## src/rtl/lane_valid_scheduler.sv

```systemverilog
// Phase-locked serial/parallel valid sequencer for the 1-to-N / N-to-1 lane converter.
// Optional burst auto-stop: define LANE_VALID_SCHED_BURST_LIMIT_EN to add i_burst_len.
module lane_valid_scheduler #(
  parameter int N_LANES        = 20,
  parameter int COUNT_SCALE    = 2,
  parameter int NB_LANE_IDX    = $clog2(N_LANES),
  parameter int NB_GROUP_COUNT = 16
) (
  input  logic                      i_clock,
  input  logic                      i_reset,
  input  logic                      i_enable,
  input  logic                      i_start,
  input  logic                      i_stop,
`ifdef LANE_VALID_SCHED_BURST_LIMIT_EN
  input  logic [NB_GROUP_COUNT-1:0] i_burst_len,
`endif
  output logic                      o_valid_serial,
  output logic [NB_LANE_IDX-1:0]    o_lane_idx,
  output logic                      o_valid_parallel,
  output logic [NB_GROUP_COUNT-1:0] o_group_count,
  output logic                      o_busy
);

  localparam int NB_PRE = (COUNT_SCALE > 1) ? $clog2(COUNT_SCALE) : 1;
  localparam logic [NB_PRE-1:0]      PRE_LAST  = NB_PRE'(COUNT_SCALE - 1);
  localparam logic [NB_LANE_IDX-1:0] LANE_LAST = NB_LANE_IDX'(N_LANES - 1);

  typedef enum logic [1:0] {S_IDLE, S_ARM, S_RUN, S_DRAIN} state_t;

  state_t                    state;
  logic [NB_PRE-1:0]         pre;
  logic [NB_LANE_IDX-1:0]    lane_idx;
  logic [NB_GROUP_COUNT-1:0] group_count;
  logic                      par_pend;

  logic active, ser_fire, last_fire, par_fire, at_boundary, burst_done;

  // Strobes are gated in-cycle by enable and reset; everything behind them is registered.
  always_comb begin
    active      = (state == S_RUN) || (state == S_DRAIN);
    ser_fire    = i_enable && !i_reset && active && (pre == PRE_LAST);
    last_fire   = ser_fire && (lane_idx == LANE_LAST);
    par_fire    = i_enable && !i_reset && par_pend;
    // A stop here leaves no partial group: either nothing of the next group has
    // been strobed yet, or this cycle completes the current one.
    at_boundary = ((lane_idx == '0) && (pre == '0) && !ser_fire) || last_fire;
  end

`ifdef LANE_VALID_SCHED_BURST_LIMIT_EN
  logic [NB_GROUP_COUNT-1:0] burst_len_q;
  logic [NB_GROUP_COUNT-1:0] groups_done;
  assign burst_done = last_fire && (burst_len_q != '0) &&
                      ((groups_done + NB_GROUP_COUNT'(1)) == burst_len_q);
`else
  assign burst_done = 1'b0;
`endif

  always_ff @(posedge i_clock) begin
    if (i_reset) begin
      state       <= S_IDLE;
      pre         <= '0;
      lane_idx    <= '0;
      group_count <= '0;
      par_pend    <= 1'b0;
      o_busy      <= 1'b0;
`ifdef LANE_VALID_SCHED_BURST_LIMIT_EN
      burst_len_q <= '0;
      groups_done <= '0;
`endif
    end else if (i_enable) begin
      if (par_pend) begin
        group_count <= group_count + NB_GROUP_COUNT'(1);
        par_pend    <= 1'b0;
      end
      if (last_fire) par_pend <= 1'b1;

      case (state)
        S_IDLE: begin
          if (i_start) begin
            state  <= S_ARM;
            o_busy <= 1'b1;
          end
        end
        S_ARM: begin
          pre      <= '0;
          lane_idx <= '0;
          state    <= S_RUN;
`ifdef LANE_VALID_SCHED_BURST_LIMIT_EN
          burst_len_q <= i_burst_len;
          groups_done <= '0;
`endif
        end
        S_RUN, S_DRAIN: begin
          pre <= (pre == PRE_LAST) ? '0 : pre + NB_PRE'(1);
          if (ser_fire) lane_idx <= (lane_idx == LANE_LAST) ? '0 : lane_idx + NB_LANE_IDX'(1);
`ifdef LANE_VALID_SCHED_BURST_LIMIT_EN
          if (last_fire) groups_done <= groups_done + NB_GROUP_COUNT'(1);
`endif
          if ((state == S_RUN) && i_stop) begin
            if (at_boundary) begin
              state  <= S_IDLE;
              o_busy <= 1'b0;
            end else begin
              state  <= S_DRAIN;
            end
          end else if (last_fire && ((state == S_DRAIN) || burst_done)) begin
            state  <= S_IDLE;
            o_busy <= 1'b0;
          end
        end
        default: begin
          state  <= S_IDLE;
          o_busy <= 1'b0;
        end
      endcase
    end
  end

  assign o_valid_serial   = ser_fire;
  assign o_lane_idx       = lane_idx;
  assign o_valid_parallel = par_fire;
  assign o_group_count    = group_count;

endmodule

```

## config.mk

```make
export PLATFORM = sky130hd
export DESIGN_NAME = lane_valid_scheduler
export DESIGN_NICKNAME = d
export VERILOG_FILES = /design/src/rtl/lane_valid_scheduler.sv
export SDC_FILE = /design/constraint.sdc
export NUM_CORES = 1
export LEC_CHECK = 0
export CAP_MARGIN = 0
export CORE_MARGIN = 3
export CORE_UTILIZATION = 49
export DETAILED_ROUTE_END_ITERATION = 10
export PLACE_DENSITY = 0.78
export SLEW_MARGIN = 40
export SYNTH_ARGS = -nofsm -noshare
export SYNTH_HDL_FRONTEND = slang
export SYNTH_SLANG_ARGS = --single-unit
```

## constraint.sdc

```tcl
create_clock -name i_clock -period 2 [get_ports i_clock]
set_clock_uncertainty 0.05 [all_clocks]
set_input_delay 0.4 -clock i_clock [delete_from_list [all_inputs] [get_ports i_clock]]
set_output_delay 0.4 -clock i_clock [all_outputs]
set_load 0.02 [all_outputs]
```

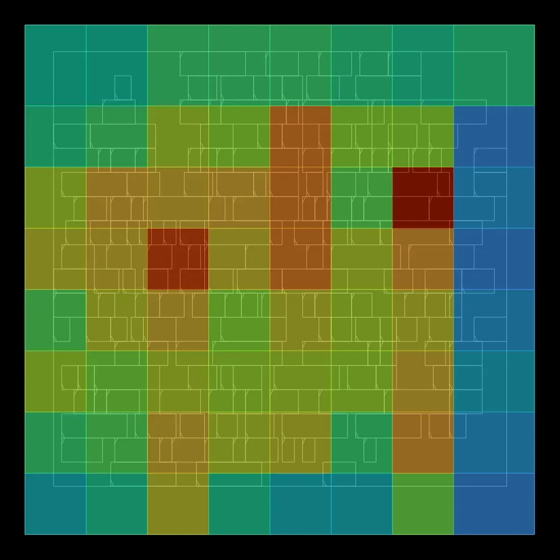
Figure 1: run 1, track usage over the die.
GR Util All Layers: 18.5%
grt peak-use layer: met2
fin util: 67.5%
DR WL/cell: 13.4 um

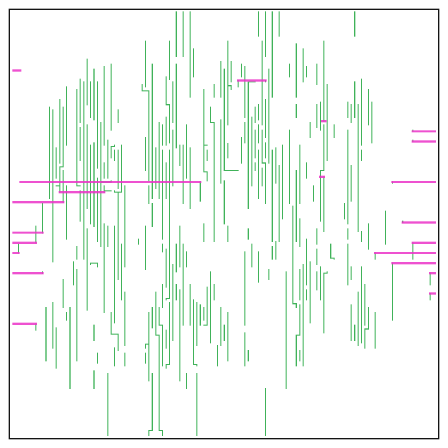
Figure 2: run 1, signal wires by layer.
Only two layers are drawn.
legend:
  magenta:
    layer: M3
    wire_length: 90.3 um
  green:
    layer: M2
    wire_length: 1450 um
Via Count: 1148
drt total wl: 2830 um

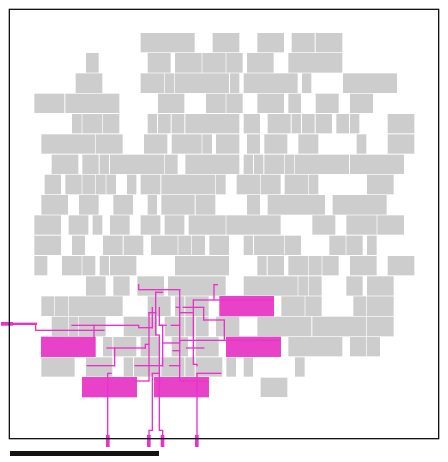
Figure 3: run 1, port wiring.
The bar under the picture is 20 um long.
legend:
  magenta:
    port: o_lane_idx
    bits: 5
    direction: output
    end_cells: 5
    buffers: 5
    wire: 196 um
Port Buf Inserts: 28
# IOs: 29

==> CHANGELOG.md, run 1 <==
### Implementation results

* Status: complete, no violations
* Most numerous cell in the Yosys netlist: dfxtp_1
* Post-synth area hogs: dfxtp_1 40%, xor2_1 6.8%, nor2_1 6.1%
* Placeable core area at 2500 um^2
* CTS Root Cell: clkbuf_4
* Filler cell count at 211
* Fin. max-slew vios at 0
* Dominant kind of cell: combinational gates
* Worst path top cell family by delay: buffers and inverters
* Comb area share at 42.3%
* DP HPWL at 2170 um
* Netlist Area Pre-Place at 1290 um^2
* Setup CP Type: in -> out
* Logic area at 713 um^2
* Top cells by count, synth: 26 x dfxtp_1, 21 x nor2_1, 10 x xor2_1
* Flops at 26
* Most instantiated logic cells after routing: 26 x clkdlybuf4s50_1, 26 x dfxtp_1, 21 x nor2_1, 12 x buf_4, 10 x xor2_1
* Syn nets at 153
* Worst Hold End: o_group_count[15]
* Cells after synthesis at 145
* Tmin final at 1.94 ns
* Area delta synth->final at 30.2%
* Dominant cell type by area after synthesis: dfxtp_1
* Setup crit start kind: primary input
* Final std cells w/o fill at 212
* FF+latch area at 520 um^2
* Post-layout power at 0.863 mW
* Net Sw Power at 0.194 mW
* Min-delay worst type: reg -> reg
* Initial DRC count at 25
* CTS sink count at 26
* Metal3 WL at 90 um
* Final Wtd Congestion at 0.764
* Critical path depth at 4
* CP Max Fanout at 5
* Syn avg cell area at 8.93 um^2
* CTS buffer count at 3
* Sequential cell area share at 30.9%
* Cell variety after synth at 39
* Hold Startpoint: o_group_count[15]
* Worst R2R End: o_busy
* Simple-Gate Area Share at 27.1%
* Setup TNS Final at 0 ns
* Ys flop type: dfxtp_1
* Period Utilization, post-route at 97.0%
* Metal-1 WL at 1270 um
* Post-CTS sizing at 2
* Register area share after synthesis at 40.2%
* RSZ-0062 raised after global routing: no
* Worst Path Arrival at 1.49 ns
* Cell area after layout at 1690 um^2
* Max-Cap Viols at 0
* R2r setup slk at 0.37 ns
* CP bufs+invs at 2
* Comb pwr share at 8.3%
* Area fraction in xor and xnor cells at 9.47%
* Ys cells at 145
* Hold Fails Final Rpt at 0
* CTS tree: built
* Largest register FFs at 16
* Setup crit start: i_enable
* Clock power share at 30.3%
* Top logic family: simple AND/OR/NAND/NOR gates
* DRT Pass-1 Iters at 6
* Grt met1 use at 21.4%
* Slowest cell on the critical path: clkdlybuf4s50_1
* # clk buffers at 4
* Seq pwr at 0.530 mW
* Cell Area, Placed at 1660 um^2
* Kind of end point of the critical path: output pin
* Vias per Instance at 5.42
* Clock-cell share of area at 2.15%
* Met2 usage at 34.2%
* GR Util met3 at 2.26%
* CP Capture Point: o_valid_parallel
* Met2 wire length at 1450 um
* Crit path DRT at 1.55 ns
* Remaining global-route overflow at 0
* Non-clk bufs at 40
* Comb. pwr at 0.0716 mW
* P_int at 0.669 mW
* Layout cell share with drive strength beyond 1 at 12.6%
--- run 2 (diff from run 1) ---
Settings changed: CORE_UTILIZATION 49 to 51, CTS_BUF_LIST set to sky130_fd_sc_hd__clkbuf_8, PLACE_DENSITY 0.78 to 0.81.
==> run 2 against run 1 <==
  * Register-to-register slack improved by 0.07 ns
  * Sequential power barely moved
  * Combinational power barely moved
  * Critical path type unchanged
  * Critical endpoint unchanged
==> CHANGELOG.md, run 2 <==
### Implementation results

* GR Util All Layers at 20.0% (was 18.5%)
* Cells after synthesis at 145 (unchanged)
* DRT Pass-1 Iters at 4 (was 6)
* Worst R2R End: o_group_count[15] (was o_busy)
* Slew @ Worst Pin at 0.314 ns (was 0.406 ns)
* Comb. pwr at 0.0715 mW (was 0.0716 mW)
* Largest register FFs at 16 (unchanged)
* Critical path depth at 4 (unchanged)
* Non-clk bufs at 40 (unchanged)
* Cell area after layout at 1710 um^2 (was 1690 um^2)
* DRC viols at 0 (unchanged)
* Metal-1 WL at 1330 um (was 1270 um)
* Syn avg cell area at 8.93 um^2 (unchanged)
* Setup crit start kind: primary input (unchanged)
* FF+latch area at 520 um^2 (unchanged)
* Top logic family: simple AND/OR/NAND/NOR gates (unchanged)
* Comb pwr share at 7.6% (was 8.3%)
* Post-CTS sizing at 2 (unchanged)
* Register area share after synthesis at 40.2% (unchanged)
* Cell Area, Placed at 1650 um^2 (was 1660 um^2)
* Most numerous cell in the Yosys netlist: dfxtp_1 (unchanged)
* RSZ-0062 raised after global routing: no (unchanged)
* CP Max Fanout at 3 (was 5)
* Tapcells at 28 (was 30)
* Vias per Instance at 5.70 (was 5.42)
* CTS buffer count at 3 (unchanged)
* Ys flop type: dfxtp_1 (unchanged)
* Top cells by count, synth: 26 x dfxtp_1, 21 x nor2_1, 10 x xor2_1 (unchanged)
* Dominant cell type by area after synthesis: dfxtp_1 (unchanged)
* Clock-cell share of area at 3.22% (was 2.15%)
* P_int at 0.734 mW (was 0.669 mW)
* Comb area share at 41.7% (was 42.3%)
* Ys cells at 145 (unchanged)
* Final Wtd Congestion at 0.755 (was 0.764)
* Hold Fails Final Rpt at 0 (unchanged)
* Area fraction in xor and xnor cells at 9.47% (unchanged)
* Setup CP Type: in -> out (unchanged)
* Cell variety after synth at 39 (unchanged)
* Area delta synth->final at 32.0% (was 30.2%)
* Post-synth area hogs: dfxtp_1 40%, xor2_1 6.8%, nor2_1 6.1% (unchanged)
* Flops at 26 (unchanged)
* Most instantiated logic cells after routing: 26 x clkdlybuf4s50_1, 26 x dfxtp_1, 21 x nor2_1, 12 x buf_4, 10 x xor2_1 (unchanged)
* Syn nets at 153 (unchanged)
* Worst Hold End: o_group_count[15] (unchanged)
* Fin util at 73.7% (was 67.5%)
* Hold Startpoint: o_group_count[15] (unchanged)
* Setup crit start: i_reset (was i_enable)
* Port Buf Inserts at 28 (unchanged)
* Tmin final at 1.96 ns (was 1.94 ns)
* Layout cell share with drive strength beyond 1 at 12.1% (was 12.6%)
* Netlist Area Pre-Place at 1290 um^2 (unchanged)
* Seq pwr at 0.530 mW (about the same)
* Clock power share at 36.3% (was 30.3%)
* Worst Path Arrival at 1.51 ns (was 1.49 ns)
* CTS sink count at 26 (unchanged)
* Dominant kind of cell: combinational gates (unchanged)
* CP Capture Point: o_valid_parallel (unchanged)
* Crit path DRT at 1.55 ns (about the same)
* Met2 usage at 33.6% (was 34.2%)
* CTS Root Cell: clkbuf_8 (was clkbuf_4)
* Synth Register Bits at 26 (unchanged)
* Kind of end point of the critical path: output pin (unchanged)
* Slowest cell on the critical path: clkdlybuf4s50_1 (unchanged)
* Period Utilization, post-route at 97.9% (was 97.0%)
* Post-layout power at 0.944 mW (was 0.863 mW)
* # IOs at 29 (unchanged)
* CP bufs+invs at 3 (was 2)
* Min-delay worst type: reg -> reg (unchanged)
* Initial DRC count at 36 (was 25)
* Status: complete, no violations (unchanged)
* Metal3 WL at 117 um (was 90 um)
* Filler cell count at 183 (was 211)
* Worst path top cell family by delay: buffers and inverters (unchanged)
* Setup TNS Final at 0 ns (unchanged)
* # clk buffers at 4 (unchanged)
* Simple-Gate Area Share at 27.1% (unchanged)
* DP HPWL at 2260 um (was 2170 um)
* Global-route wire length before repair at 5100 um (was 4890 um)
* Sequential cell area share at 30.5% (was 30.9%)
* Final std cells w/o fill at 210 (was 212)
* CTS tree: built (unchanged)
* Logic area at 713 um^2 (unchanged)
* Net Sw Power at 0.210 mW (was 0.194 mW)
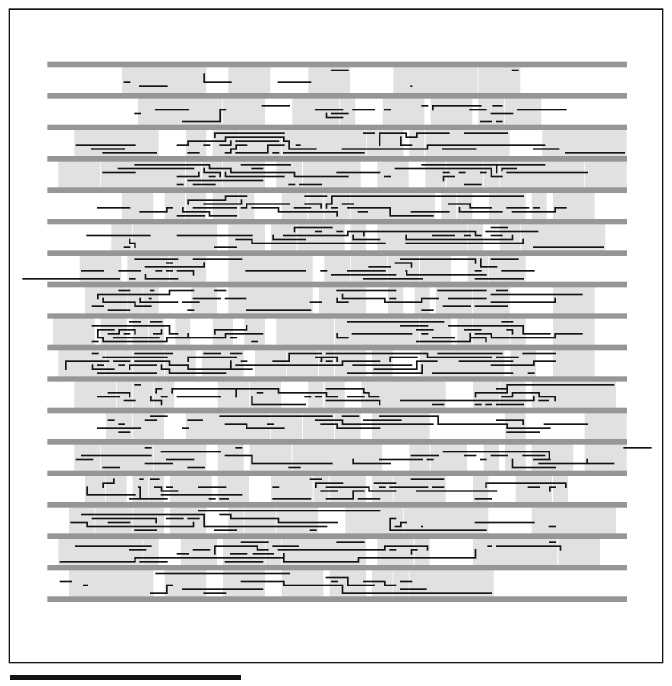
Figure 4: run 2, met1 routing.
The bar under the picture is 20 um long. Supply wires on this layer in gray. Cells faint in the background.
longest straight run: 16.6 um
main direction: horizontal
wire length on this layer: 1330 um
share of all routed wire: 44%
drt total wl: 3000 um
grt met1 use: 24.4%
Via Count: 1197

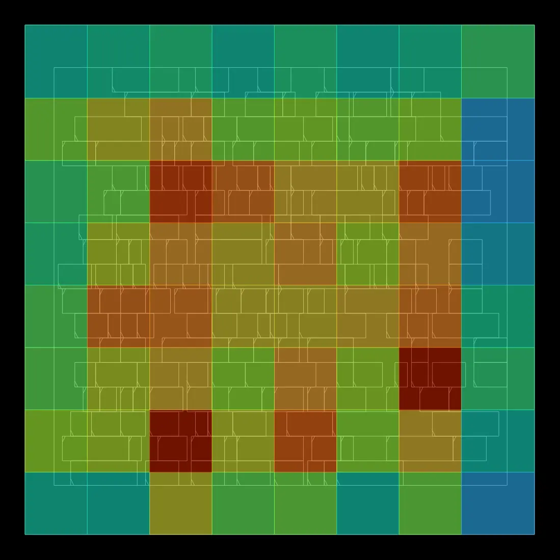
Figure 5: run 2, track usage over the die.
GR Util met3: 3.22%
DR WL/cell: 14.3 um

Power figures rest on the tool's default switching activity, not on a simulated workload.
